File: src/rtl/load_store_unit.sv
// Load/store unit: turns a single-cycle datapath load/store into a bus access
// through an IDLE -> BUSY -> DONE handshake. It builds byte enables and
// lane-replicated store data, and it sign/zero-extends load data.
// Optional feature macro: LSU_TIMEOUT_EN. When it is defined, a BUSY access
// that receives no mem_ack within TIMEOUT_CYCLES cycles is abandoned and
// bus_err is flagged.
module load_store_unit #(
    parameter int TIMEOUT_CYCLES = 15
) (
    input  logic        clk,
    input  logic        Reset,
    input  logic        MemRead,
    input  logic        MemWrite,
    input  logic [2:0]  funct3,
    input  logic [31:0] ALUResult,
    input  logic [31:0] WriteData,
    output logic [31:0] ReadData,
    output logic        stall,
    output logic        misaligned,
    output logic        bus_err,
    output logic        mem_req,
    output logic        mem_we,
    output logic [31:0] mem_addr,
    output logic [31:0] mem_wdata,
    output logic [3:0]  mem_be,
    input  logic        mem_ack,
    input  logic [31:0] mem_rdata
);

    typedef enum logic [1:0] {IDLE, BUSY, DONE} state_t;

    state_t      state_reg;
    logic        mem_req_reg;
    logic        mem_we_reg;
    logic [31:0] mem_addr_reg;
    logic [31:0] mem_wdata_reg;
    logic [3:0]  mem_be_reg;
    logic [31:0] read_data_reg;
    logic        misaligned_reg;
    logic        bus_err_reg;
    logic        load_reg;
    logic        byte_reg;
    logic        half_reg;
    logic        zext_reg;
    logic [1:0]  off_reg;

    logic        access;
    logic        size_byte;
    logic        size_half;
    logic        aligned;
    logic [1:0]  off;
    logic [3:0]  be_next;
    logic [31:0] wdata_next;
    logic [7:0]  lane_byte;
    logic [15:0] lane_half;
    logic [31:0] load_ext;

    // A timeout of zero cycles cannot be represented by the counter.
    if (TIMEOUT_CYCLES < 1) begin : g_bad_timeout
        $error("load_store_unit: TIMEOUT_CYCLES must be at least 1");
    end

    assign access    = MemRead | MemWrite;
    assign off       = ALUResult[1:0];
    // funct3[1:0] encodes the size. Every encoding that is not byte or half
    // (011, 110, 111) is a word access.
    assign size_byte = (funct3[1:0] == 2'b00);
    assign size_half = (funct3[1:0] == 2'b01);
    assign aligned   = size_byte | (size_half & ~off[0]) |
                       (~size_byte & ~size_half & (off == 2'b00));

    // Build the store lane enables and replicate store data across the lanes.
    always_comb begin
        be_next    = 4'b1111;
        wdata_next = WriteData;
        if (size_byte) begin
            be_next    = 4'b0001 << off;
            wdata_next = {4{WriteData[7:0]}};
        end else if (size_half) begin
            be_next    = 4'b0011 << off;
            wdata_next = {2{WriteData[15:0]}};
        end
    end

    // Select the addressed lane of the returned word and extend it to 32 bits.
    always_comb begin
        lane_byte = mem_rdata[{off_reg, 3'b000} +: 8];
        lane_half = off_reg[1] ? mem_rdata[31:16] : mem_rdata[15:0];
        load_ext  = mem_rdata;
        if (byte_reg) begin
            load_ext = zext_reg ? {24'd0, lane_byte} : {{24{lane_byte[7]}}, lane_byte};
        end else if (half_reg) begin
            load_ext = zext_reg ? {16'd0, lane_half} : {{16{lane_half[15]}}, lane_half};
        end
    end

    // The datapath is held while a request is detected in IDLE and for all of
    // BUSY. In DONE the signal drops so that the instruction retires.
    assign stall = Reset & (((state_reg == IDLE) & access) | (state_reg == BUSY));

`ifdef LSU_TIMEOUT_EN
    localparam int CNT_W = (TIMEOUT_CYCLES > 1) ? $clog2(TIMEOUT_CYCLES) : 1;
    localparam logic [CNT_W-1:0] CNT_LAST = CNT_W'(TIMEOUT_CYCLES - 1);
    logic [CNT_W-1:0] cnt_reg;
`endif

    // Access FSM. All bus outputs, the flags and the load result are registered.
    always_ff @(posedge clk or negedge Reset) begin
        if (!Reset) begin
            state_reg      <= IDLE;
            mem_req_reg    <= 1'b0;
            mem_we_reg     <= 1'b0;
            mem_addr_reg   <= 32'd0;
            mem_wdata_reg  <= 32'd0;
            mem_be_reg     <= 4'd0;
            read_data_reg  <= 32'd0;
            misaligned_reg <= 1'b0;
            bus_err_reg    <= 1'b0;
            load_reg       <= 1'b0;
            byte_reg       <= 1'b0;
            half_reg       <= 1'b0;
            zext_reg       <= 1'b0;
            off_reg        <= 2'd0;
`ifdef LSU_TIMEOUT_EN
            cnt_reg        <= '0;
`endif
        end else begin
            misaligned_reg <= 1'b0;
            bus_err_reg    <= 1'b0;
            case (state_reg)
                IDLE: begin
                    if (access) begin
                        if (aligned) begin
                            state_reg     <= BUSY;
                            mem_req_reg   <= 1'b1;
                            mem_we_reg    <= MemWrite;
                            mem_addr_reg  <= {ALUResult[31:2], 2'b00};
                            mem_wdata_reg <= wdata_next;
                            mem_be_reg    <= be_next;
                            // A request with both MemRead and MemWrite set is a store.
                            load_reg      <= ~MemWrite;
                            byte_reg      <= size_byte;
                            half_reg      <= size_half;
                            zext_reg      <= funct3[2];
                            off_reg       <= off;
`ifdef LSU_TIMEOUT_EN
                            cnt_reg       <= '0;
`endif
                        end else begin
                            state_reg      <= DONE;
                            read_data_reg  <= 32'd0;
                            misaligned_reg <= 1'b1;
                        end
                    end
                end
                BUSY: begin
                    if (mem_ack) begin
                        state_reg   <= DONE;
                        mem_req_reg <= 1'b0;
                        mem_we_reg  <= 1'b0;
                        mem_be_reg  <= 4'd0;
                        if (load_reg) begin
                            read_data_reg <= load_ext;
                        end
`ifdef LSU_TIMEOUT_EN
                    end else if (cnt_reg == CNT_LAST) begin
                        state_reg   <= DONE;
                        mem_req_reg <= 1'b0;
                        mem_we_reg  <= 1'b0;
                        mem_be_reg  <= 4'd0;
                        bus_err_reg <= 1'b1;
                        if (load_reg) begin
                            read_data_reg <= 32'd0;
                        end
                    end else begin
                        cnt_reg <= cnt_reg + CNT_W'(1);
`endif
                    end
                end
                DONE: begin
                    state_reg <= IDLE;
                end
                default: begin
                    state_reg <= IDLE;
                end
            endcase
        end
    end

    assign mem_req    = mem_req_reg;
    assign mem_we     = mem_we_reg;
    assign mem_addr   = mem_addr_reg;
    assign mem_wdata  = mem_wdata_reg;
    assign mem_be     = mem_be_reg;
    assign ReadData   = read_data_reg;
    assign misaligned = misaligned_reg;
`ifdef LSU_TIMEOUT_EN
    assign bus_err    = bus_err_reg;
`else
    assign bus_err    = 1'b0;
`endif

endmodule

File: config.mk
export PLATFORM = sky130hd
export DESIGN_NAME = load_store_unit
export DESIGN_NICKNAME = d
export VERILOG_FILES = /design/src/rtl/load_store_unit.sv
export SDC_FILE = /design/constraint.sdc
export NUM_CORES = 1
export LEC_CHECK = 0
export CORE_ASPECT_RATIO = 1.25
export CORE_MARGIN = 8
export CORE_UTILIZATION = 46
export DETAILED_ROUTE_END_ITERATION = 16
export PLACE_DENSITY = 0.95
export SETUP_SLACK_MARGIN = 0.1
export SYNTH_ARGS = -nofsm -noshare
export SYNTH_HDL_FRONTEND = slang
export SYNTH_SLANG_ARGS = --single-unit
File: constraint.sdc
create_clock -name clk -period 4.7 [get_ports clk]
set_clock_uncertainty 0.15 [all_clocks]
set_input_delay 1.41 -clock clk [delete_from_list [all_inputs] [get_ports clk]]
set_output_delay 1.41 -clock clk [all_outputs]
set_load 0.05 [all_outputs]
==> impl_metrics.yaml, run 1 <==
# physical design summary
pwr:
  sw_frac_of_total_pct: 48.3
  intPower_mw: 3.05
  seq_cell_power_mw: 1.72
  seqPwrFrac_pct: 29.2
  switchingPower_mw: 2.85
  cellPowerDensity_nw_per_um2: 791
  p_total_mw: 5.90
critical_path:
  regToRegStartpoint: "state_reg[0]"
  critical_path.startpoint: "MemWrite"
  reg2reg_depth: 4
  worstPathCellList: "clkdlybuf4s50_1 -> o311a_1 -> buf_4"
  worst-path-buf-inv: 2
  critical_path_class: "in -> out"
  worst_setup_path_start_kind: "input port"
  crit-reg2reg-capture: "ReadData[26]"
  crit_end: "stall"
  cp.arrival_ns: 2.36
  cp_max_fo: 4
worst_hold_path:
  hp-class: "reg -> reg"
  min_path_cells: 2
  hold_end: "mem_wdata[31]"
global_route:
  use_met2_pct: 36.3
  grt_usage_pct: 21.5
  grt_max_degree: 91
  grt.busiest_layer: "met2"
  grt-ovfl-total: 0
  grt_pass1_wl_microns: 24500
  met1_usage_pct: 23.2
synth:
  aoi_share_pct: 13.2
  simple_gate_share_pct: 8.37
  ys_sh_xor_pct: 0
  ys_warn_count: 0
  avgSynthCellArea_sq_um: 11.9
  top_area_share_pct: 54.3
  synthCells: 422
  ys_seq_elements: 109
  ys_sh_adder_pct: 0.997
  synth_top_cell_by_area: "dfrtp_1"
  synth_seq_share_pct: 54.3
  mux_area_share_pct: 19.3
  yosysUniqueCellTypes: 38
  async_flop_share_pct: 100
  edf_count: 0
  logic_family: "multiplexers"
final_timing:
  hold_violations: 0
  slew_headroom_pct: 44.3
  min_period_ns: 3.92
  setup_ws_ns: 0.780
  finalSetupTns_ns: 0
  worst_pin_slew_ns: 0.828
  finalClockPeriodUsage_pct: 83.4
  fmax_mhz: 255
  maxSlewViolCount: 0
  grt_setup_unrepaired: "false"
final_layout:
  lay_top_count: "clkdlybuf4s50_1"
  area.sequential_sq_um: 2730
  largestClassByArea: "flip-flops and latches"
  most-common-layout-cells: "clkdlybuf4s50_1, dfrtp_1, mux2_2, nand2_1, o21ai_0"
  drive_gt1_share_pct: 14.1
  comb_cells: 279
  nNetsFinal: 725
  buffer_area_share_pct: 28.4
  diodes: 0
  layout.area.comb_sq_um: 2120
  sh_comb_area_pct: 28.4
  n_all_inverters: 5
  n_all_buffers: 213
drt:
  routed.top_layer: "met4"
  firstDrtPassIters: 5
  drt_wl_total_microns: 15900
  postRouteAntennaNets: 0
  routedWlPerCell_microns: 21.0
  viasPerCell: 5.64
  wl_met3_microns: 1820
  via_count: 4250
  first_iter_violations: 235
  drc: 0
place:
  placed_cells: 738
  gp_congestion: 0.938
  dpl-instance-area_sq_um: 7150
  io_buffers: 205
  place_hpwl_microns: 12100
run:
  drv_cap: 0
  warnings: 29
clock_tree:
  hold_buffers: 0
  cts_buffer_depth: 2
  cts_tree: "done"
die:
  dieArea_sq_um: 14500
status:
  status: "complete, no violations"
### Supply network, run 1

Scale bar: 20 microns. Pins as bars on the die edge. Tap cells in grey.
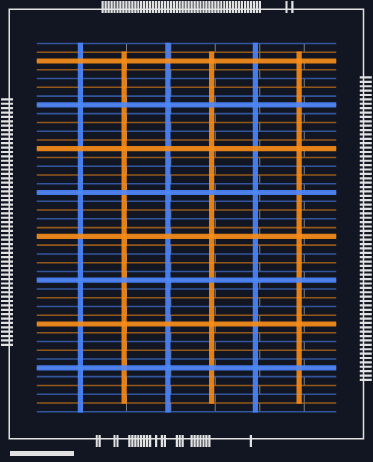
orange -> VDD
blue -> VSS
met1 rails = 43
met4 straps = 6
Die Wd: 109 microns
Max IR drop VDD: 0.000433 V
Core Region: 10600 sq um
Die H: 133 microns

### Cells coloured by class, run 1

Scale bar: 20 microns.
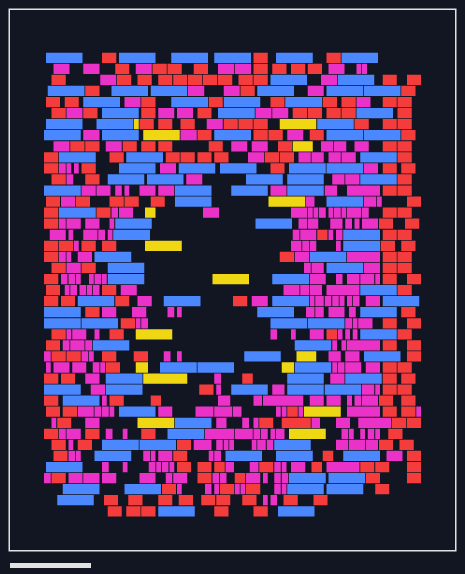
red -> other buffers and delay cells  # cells 213, share of their area 29%
yellow -> clock drivers and dummy loads  # cells 16, share of their area 4.3%
blue -> flip-flops  # cells 109, share of their area 37%
magenta -> all other logic  # cells 284, share of their area 29%
num rows: 42
Seq area share: 36.6%
final instance area: 7460 sq um
Util after Layout: 70.3%

### Clock network drawn from the DEF, run 1

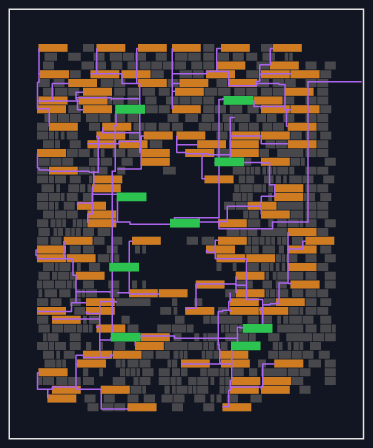
orange -> flip-flops  # count 109
purple -> clock wires  # length 1260 microns
green -> cells driving clock nets  # count 9
routed clock nets = 10
Clock Power Share: 13.3%
Clk power: 0.784 mW
Worst-Skew Late Latency: 0.34 ns

### Metal layers overlaid, run 1

Scale bar: 20 microns. Only two layers are drawn.
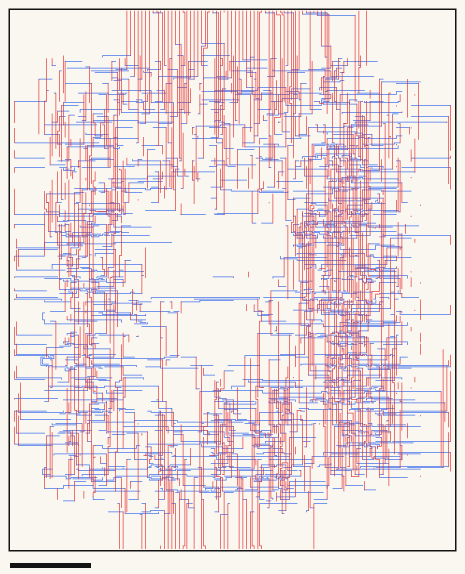

## Run 2: what changed since run 1
Settings changed: CORE_UTILIZATION 46 to 43, PLACE_DENSITY 0.95 to 0.91.
Clock period 4.7 ns to 3.8 ns, I/O delays scaled along.
### Metal layers overlaid, run 2

Scale bar: 20 microns. Only two layers are drawn.
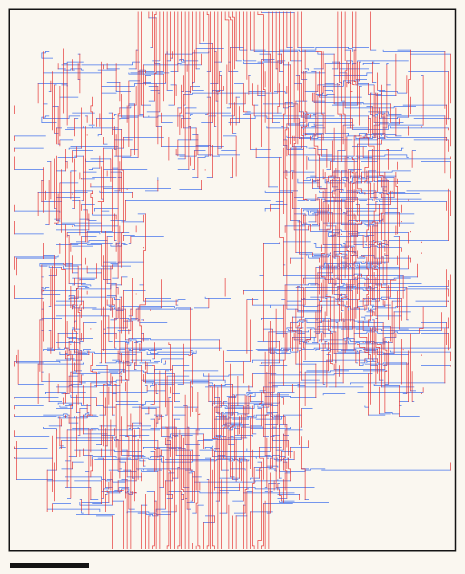
blue -> met1  # wire length 5660 microns
red -> met2  # wire length 7800 microns
Tot GR Track Use: 19.8%
routed wire length: 15500 microns
Vias: 4188

==> run 2 against run 1 <==
  * Sequential power up 23%
  * Combinational power up 24%
  * Worst hold slack worse by 0.0019 ns
  * Register-to-register slack worse by 0.89 ns
  * Utilization down 5.5 points
  * Non-clock buffer count up 1
  * Synthesized cell count unchanged
  * Sequential share of layout area about the same
  * Wire length down 2.4%
  * Final area about the same
==> impl_metrics.yaml, run 2 <==
# physical design summary
pwr:
  p_total_mw: 7.20
  clock_power_share_pct: 12.3
  seq_cell_power_mw: 2.11
  seqPwrFrac_pct: 29.3
  cellPowerDensity_nw_per_um2: 966
final_layout:
  sh_comb_area_pct: 28.4
  area.sequential_sq_um: 2730
  largestClassByArea: "flip-flops and latches"
  diodes: 0
  buffer_area_share_pct: 28.7
  final_area_sq_um: 7450
  n_all_buffers: 214
global_route:
  grt_max_degree: 72
  use_met2_pct: 34.4
  met1_usage_pct: 21.0
  grt-ovfl-total: 0
synth:
  edf_count: 0
  ys_sh_xor_pct: 0
  synth_seq_share_pct: 54.3
  aoi_share_pct: 13.2
  synthCells: 422
  avgSynthCellArea_sq_um: 11.9
  top_area_share_pct: 54.3
  async_flop_share_pct: 100
critical_path:
  worst_setup_path_start_kind: "input port"
  regToRegStartpoint: "byte_reg"
  worstPathCellList: "clkdlybuf4s50_1 -> inv_1 -> ha_1 -> nand2b_1 -> a2111oi_4 -> nor2_2 -> a221o_1"
  critical_path_class: "in -> reg"
  worst-path-buf-inv: 2
  cp.arrival_ns: 3.53
  reg2reg_depth: 3
die:
  coreArea_sq_um: 11500
  dieArea_sq_um: 15400
  die_x_microns: 113
  die_h_microns: 137
drt:
  routedWlPerCell_microns: 20.4
  first_iter_violations: 185
status:
  status: "complete, no violations"
final_timing:
  worst_pin_slew_ns: 1.24
  maxSlewViolCount: 0
clock_tree:
  cts_buffer_depth: 2
  hold_buffers: 0
place:
  place_hpwl_microns: 12000
  dpl-instance-area_sq_um: 7170
  gp_congestion: 0.836
run:
  warnings: 29
Power is estimated from default activity; no workload was simulated.
